Run 1, register map, names as in the netlist:
Scale bar: 20 µm.
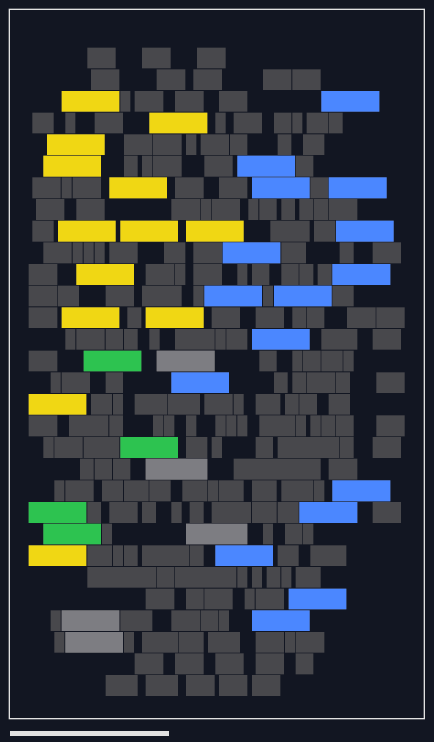
Run 1, signal metal coverage by tile:
The die is cut into 10 by 18 equal tiles; dark blue is low, red is high, scaled to the fullest tile. Values are wire area over tile area, all layers added.
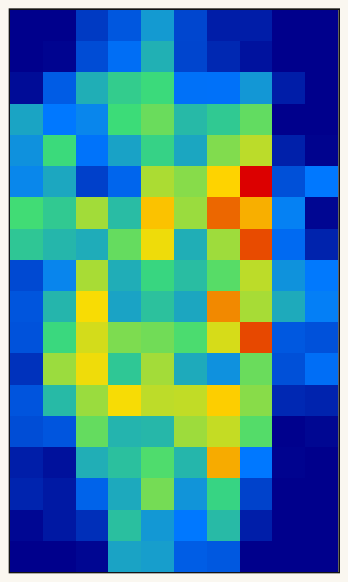
Run 1, clock wiring as the flow saved it:
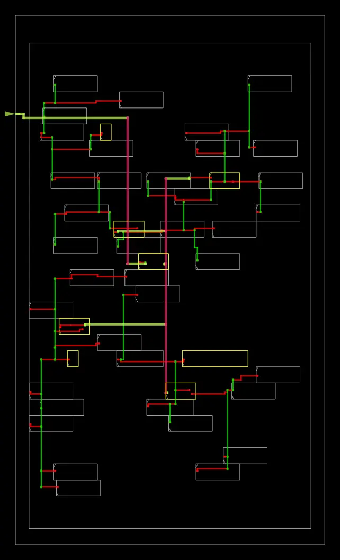
<file path="config.mk">
export PLATFORM = sky130hd
export DESIGN_NAME = fsm_pkt_gen
export DESIGN_NICKNAME = d
export VERILOG_FILES = /design/src/rtl/fsm_pkt_gen.sv
export SDC_FILE = /design/constraint.sdc
export NUM_CORES = 1
export LEC_CHECK = 0
export ABC_CLOCK_PERIOD_IN_PS = 2000
export CORE_AREA = 2 2 50 87
export DETAILED_ROUTE_END_ITERATION = 16
export DIE_AREA = 0 0 52 89
export GPL_TIMING_DRIVEN = 0
export PLACE_DENSITY = 0.77
export SLEW_MARGIN = 20
export SYNTH_ARGS = -nofsm -noshare
export SYNTH_HDL_FRONTEND = slang
export SYNTH_SLANG_ARGS = --single-unit
</file>
<file path="constraint.sdc">
create_clock -name clk -period 2 [get_ports clk]
set_clock_uncertainty 0.05 [all_clocks]
set_input_delay 0.4 -clock clk [delete_from_list [all_inputs] [get_ports clk]]
set_output_delay 0.4 -clock clk [all_outputs]
set_load 0.02 [all_outputs]
</file>
<file path="src/rtl/fsm_pkt_gen.sv">
// Transmit-side packet generator: wraps each accepted payload as {header, payload, seq}.
// Optional error injection on header LSB / sequence is compiled in with FSM_PKT_GEN_ERR_INJECT_EN.
module fsm_pkt_gen #(
  parameter int BUS_SIZE  = 16,
  parameter int WORD_SIZE = 4,
  parameter int WORD_NUM  = BUS_SIZE / WORD_SIZE,
  parameter int PAY_SIZE  = BUS_SIZE - 2 * WORD_SIZE
) (
  input  logic                clk,
  input  logic                reset,
  input  logic                enable,
  input  logic                in_valid,
  input  logic [PAY_SIZE-1:0] in_payload,
  output logic                in_ready,
  input  logic                out_ready,
  output logic                out_valid,
  output logic [BUS_SIZE-1:0] bus_data_out,
  output logic [3:0]          state_control,
  output logic [15:0]         pkt_sent,
  input  logic                err_inj_hdr,
  input  logic                err_inj_seq
);

  typedef enum logic [3:0] {
    S_IDLE  = 4'd0,
    S_FIRST = 4'd1,
    S_REG   = 4'd2,
    S_DRAIN = 4'd3
  } state_e;

  localparam logic [WORD_SIZE-1:0] HDR     = '1;
  localparam logic [WORD_SIZE-1:0] SEQ_MAX = '1;
  localparam logic [WORD_SIZE-1:0] SEQ_ONE = WORD_SIZE'(1);

  if (WORD_NUM < 3 || WORD_NUM * WORD_SIZE != BUS_SIZE) begin : g_bad_cfg
    $error("fsm_pkt_gen: BUS_SIZE must hold at least 3 whole words");
  end

  // Sequence numbers run 1..SEQ_MAX; zero is reserved and never emitted.
  function automatic logic [WORD_SIZE-1:0] seq_next(input logic [WORD_SIZE-1:0] s);
    return (s == SEQ_MAX) ? SEQ_ONE : s + SEQ_ONE;
  endfunction

  state_e                state_q, state_d;
  logic                  out_valid_q, out_valid_d;
  logic [BUS_SIZE-1:0]   bus_q, bus_d;
  logic [3:0]            state_control_q, state_control_d;
  logic [15:0]           pkt_sent_q, pkt_sent_d;
  logic [WORD_SIZE-1:0]  seq_q, seq_d;

  logic                  in_ready_c;
  logic                  accept;
  logic                  handshake;
  logic [WORD_SIZE-1:0]  hdr_word;
  logic [WORD_SIZE-1:0]  seq_sent;
  logic [WORD_SIZE-1:0]  seq_adv;

`ifndef FSM_PKT_GEN_ERR_INJECT_EN
  logic unused_err_inj;
  assign unused_err_inj = err_inj_hdr ^ err_inj_seq;
`endif

  // NOTE: every variable gets a default at the top of always_comb so no path leaves it unassigned (no latch).
  always_comb begin
    state_d         = state_q;
    out_valid_d     = out_valid_q;
    bus_d           = bus_q;
    pkt_sent_d      = pkt_sent_q;
    seq_d           = seq_q;

    handshake  = out_valid_q && out_ready;
    in_ready_c = reset && enable && (state_q == S_FIRST || state_q == S_REG)
                 && (!out_valid_q || out_ready);
    accept     = in_valid && in_ready_c;

`ifdef FSM_PKT_GEN_ERR_INJECT_EN
    hdr_word = HDR ^ WORD_SIZE'(err_inj_hdr);
    seq_sent = err_inj_seq ? seq_next(seq_q) : seq_q;
    seq_adv  = seq_next(seq_sent);
`else
    hdr_word = HDR;
    seq_sent = seq_q;
    seq_adv  = seq_next(seq_q);
`endif

    if (handshake && pkt_sent_q != 16'hFFFF) pkt_sent_d = pkt_sent_q + 16'd1;

    // A new accept in the handshake cycle keeps out_valid high for full throughput.
    if (accept) begin
      out_valid_d = 1'b1;
      bus_d       = {hdr_word, in_payload, seq_sent};
      seq_d       = seq_adv;
    end else if (handshake) begin
      out_valid_d = 1'b0;
    end

    case (state_q)
      S_IDLE:  if (enable) state_d = S_FIRST;
      S_FIRST: begin
        if (accept)       state_d = S_REG;
        else if (!enable) state_d = S_IDLE;
      end
      S_REG:   if (!enable) state_d = out_valid_q ? S_DRAIN : S_IDLE;
      // A word handed off in the same cycle enable dropped leaves nothing to drain.
      S_DRAIN: if (handshake || !out_valid_q) state_d = S_IDLE;
      default: state_d = S_IDLE;
    endcase

    if (state_d == S_IDLE) seq_d = SEQ_ONE;
    state_control_d = state_d;
  end

  // NOTE: sequential state uses non-blocking assignments so all flops update together at the edge.
  always_ff @(posedge clk) begin
    if (!reset) begin
      state_q         <= S_IDLE;
      out_valid_q     <= 1'b0;
      bus_q           <= '0;
      state_control_q <= 4'd0;
      pkt_sent_q      <= 16'd0;
      seq_q           <= SEQ_ONE;
    end else begin
      state_q         <= state_d;
      out_valid_q     <= out_valid_d;
      bus_q           <= bus_d;
      state_control_q <= state_control_d;
      pkt_sent_q      <= pkt_sent_d;
      seq_q           <= seq_d;
    end
  end

  assign in_ready      = in_ready_c;
  assign out_valid     = out_valid_q;
  assign bus_data_out  = bus_q;
  assign state_control = state_control_q;
  assign pkt_sent      = pkt_sent_q;

endmodule

</file>
==> results.toml, run 1 <==
# synthesis and place-and-route metrics
[worst_hold_path]
source_of_the_worst_hold_timing_path = "bus_data_out[10]$_SDFFE_PN0P_"
worst_hold_path.endpoint = "bus_data_out[10]$_SDFFE_PN0P_"
holdPathStages = 2

[setup_path]
worstSetupPathType = "in -> out"
critical_path_arrival_ps = 1500
cp_num_cells = 4
crit_path_cell_trace = "clkdlybuf4s50_1 > nand2_2 > nor3_2 > clkdlybuf4s15_2"
crit_end = "in_ready"
longest_individual_stage_delay_on_the_worst_path_ps = 510
ff2ff_setup_slack_ps = 170
timing.critical_path.required_ps = 1550
cp-startpoint = "reset"

[synthesis]
ys_cells = 193
synthFlopType = "dfxtp_1"
post_synthesis_instance_total = 193
top_logic_kind = "simple AND/OR/NAND/NOR gates"
yosys-stat-area_um2 = 1760
enable_flop_cells = 0
ys_warn_count = 0
netlist.area_leader.share_pct = 43.3
post_synth_mux_area_share_pct = 11.4

[final_timing]
final_min_period_over_clock_period_pct = 97.5
worst_hold_slack_across_all_endpoints_ps = 446
timing.final.ws_setup_ps = 50.3

[placement]
placed_area_um2 = 2320
dp_slack_ps = -617
dp.cells = 292

[global_routing]
first_global_vias = 1555
overflow = 0
grt_use_met2_pct = 35.6
grt_first_pass_wirelength_mm = 6.80

[pwr]
seqPwrFrac_pct = 51.7
power_switching_uw = 309
switching_share_pct = 20.9
power_clock_uw = 635
pwr-share-clk_pct = 43.1

[clock_tree]
cts.clk_slew.worst_paths_ps = 70

[floorplan]
taps = 48
fp_util_pct = 45.4
chipArea_um2 = 4630
floorplan_core_area_um2 = 3870
floorplan.rows = 30

[cells_and_area]
sh_comb_area_pct = 38.7
layout.cells.largest_class = "multi-input combinational cells"
area_growth_pct = 42.9
buffer_area_share_pct = 23.6

[job]
stage_log_warnings = 29

[detailed_routing]
met3RoutedLength_um = 162
detail_route.first_pass.iterations = 4

[status]
status = "complete, no violations"
## Picture notes: 'register map, names as in the netlist'
[green] seq_q | flops: 4
[blue] pkt_sent | flops: 16
[yellow] bus_data_out | flops: 13
not colored: 5
sequential logic power: 763 µW
sequential share of cell area: 30.4%
Seq. cell area: 763 µm²
Util after Layout: 65.0%

## Picture notes: 'signal metal coverage by tile'
densest ninth of the die: center
tiles over half the peak: 26%
mean over tiles: 0.14
emptiest ninth of the die: south-east
nearly empty tiles: 16%
final routed wirelength across all metal layers: 4.21 mm
vias after detailed routing: 1,627
average wire per cell in the routed design: 13.9 µm
total global-route track usage: 19.3%

## Picture notes: 'clock wiring as the flow saved it'
Clock Latency Late Sink: 290 ps
clock buffer instance count of the final layout: 5
Seq cells: 38
number of CTS-inserted buffers: 5

--- run 2 (diff from run 1) ---
- CELL_PAD_IN_SITES_DETAIL_PLACEMENT: default -> 0
- CELL_PAD_IN_SITES_GLOBAL_PLACEMENT: default -> 1
- CORE_AREA: 2 2 50 87 -> 2 2 51 88
- DIE_AREA: 0 0 52 89 -> 0 0 53 90
- DONT_BUFFER_PORTS: default -> 1
- PLACE_DENSITY: 0.77 -> default
- PLACE_DENSITY_LB_ADDON: default -> 0.1
- SKIP_LAST_GASP: default -> 1
==> run 2 against run 1 <==
Compared with the run above:
- highest routed layer unchanged
- wire length shrank 8.4%
- largest power group unchanged
- final area shrank 23%
- clock power shrank 23%
- non-clock buffer count shrank 51
- first-iteration DRC count grew to 3.4 times the previous value
==> results.toml, run 2 <==
# synthesis and place-and-route metrics
[status]
status = "complete, no violations"

[synthesis]
yosys-stat-area_um2 = 1760
netlist.area_leader.share_pct = 43.3
top_logic_kind = "simple AND/OR/NAND/NOR gates"
ys_cells = 193
enable_flop_cells = 0
post_synthesis_instance_total = 193
synthFlopType = "dfxtp_1"
ys_warn_count = 0

[cells_and_area]
antenna-diode-count = 0
sh_comb_area_pct = 48.5
buffer_area_share_pct = 3.76
clock_buffer_instance_count_of_the_final_layout = 5
layout.cells.largest_class = "multi-input combinational cells"
area_growth_pct = 9.97

[setup_path]
timing.critical_path.required_ps = 2160
worstSetupPathType = "reg -> reg"
crit_end = "pkt_sent[8]$_SDFFE_PN0P_"
cp_num_cells = 5
cp-startpoint = "pkt_sent[0]$_SDFFE_PN0P_"
ff2ff_setup_slack_ps = 130
crit_path_cell_trace = "ha_1 > and3_1 > nand2_1 > or4_1 > a21oi_1"
longest_individual_stage_delay_on_the_worst_path_ps = 520

[floorplan]
fp_util_pct = 43.1
chipArea_um2 = 4770
floorplan_core_area_um2 = 4070
floorplan.rows = 31

[placement]
dp_slack_ps = 7.49
placed_area_um2 = 1820
dp.cells = 243

[final_timing]
timing_max_transition_violations_final = 0
timing.final.ws_setup_ps = 128

[worst_hold_path]
source_of_the_worst_hold_timing_path = "in_payload[0]"
worst_hold_path.endpoint = "bus_data_out[4]$_SDFFE_PN0P_"

[detailed_routing]
route.detailed.wl_per_inst_um = 15.3
detail_route.wirelength_mm = 3.86
dr_total_vias = 1418
met3RoutedLength_um = 130

[clock_tree]
cts.clk_slew.worst_paths_ps = 70
tritoncts.num_buffers = 5

[pwr]
power_switching_uw = 288
pwr-share-clk_pct = 38.1
powerSeq_uw = 767
switching_share_pct = 22.3
seqPwrFrac_pct = 59.3

[global_routing]
first_global_vias = 1436
global_route.usage.total_pct = 17.3
overflow = 0
grt_first_pass_wirelength_mm = 6.30

[job]
stage_log_warnings = 28
Run 2, register map, names as in the netlist:
Scale bar: 20 µm.
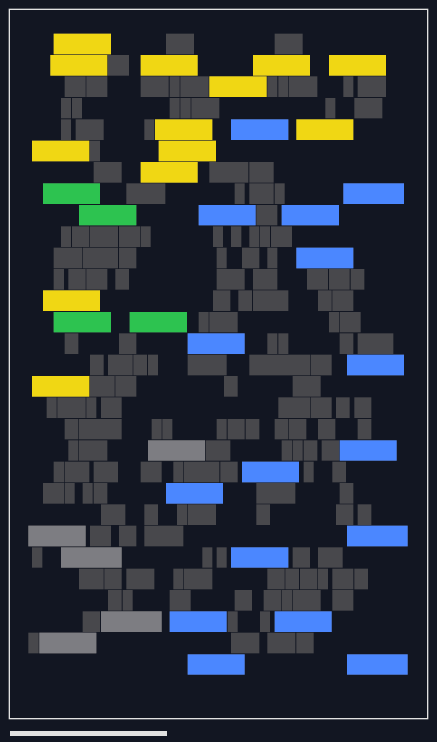
[yellow] bus_data_out | flops: 13
[blue] pkt_sent | flops: 16
[green] seq_q | flops: 4
not colored: 5
Util after Layout: 47.4%
sequential share of cell area: 39.7%
Seq. cell area: 767 µm²

Run 2, clock wiring as the flow saved it:
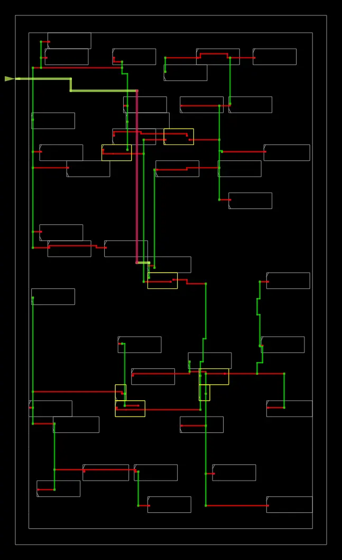
power consumed by the clock network: 492 µW
Clock Latency Late Sink: 280 ps
number of clock sinks seen by CTS: 38

Power figures rest on the tool's default switching activity, not on a simulated workload.
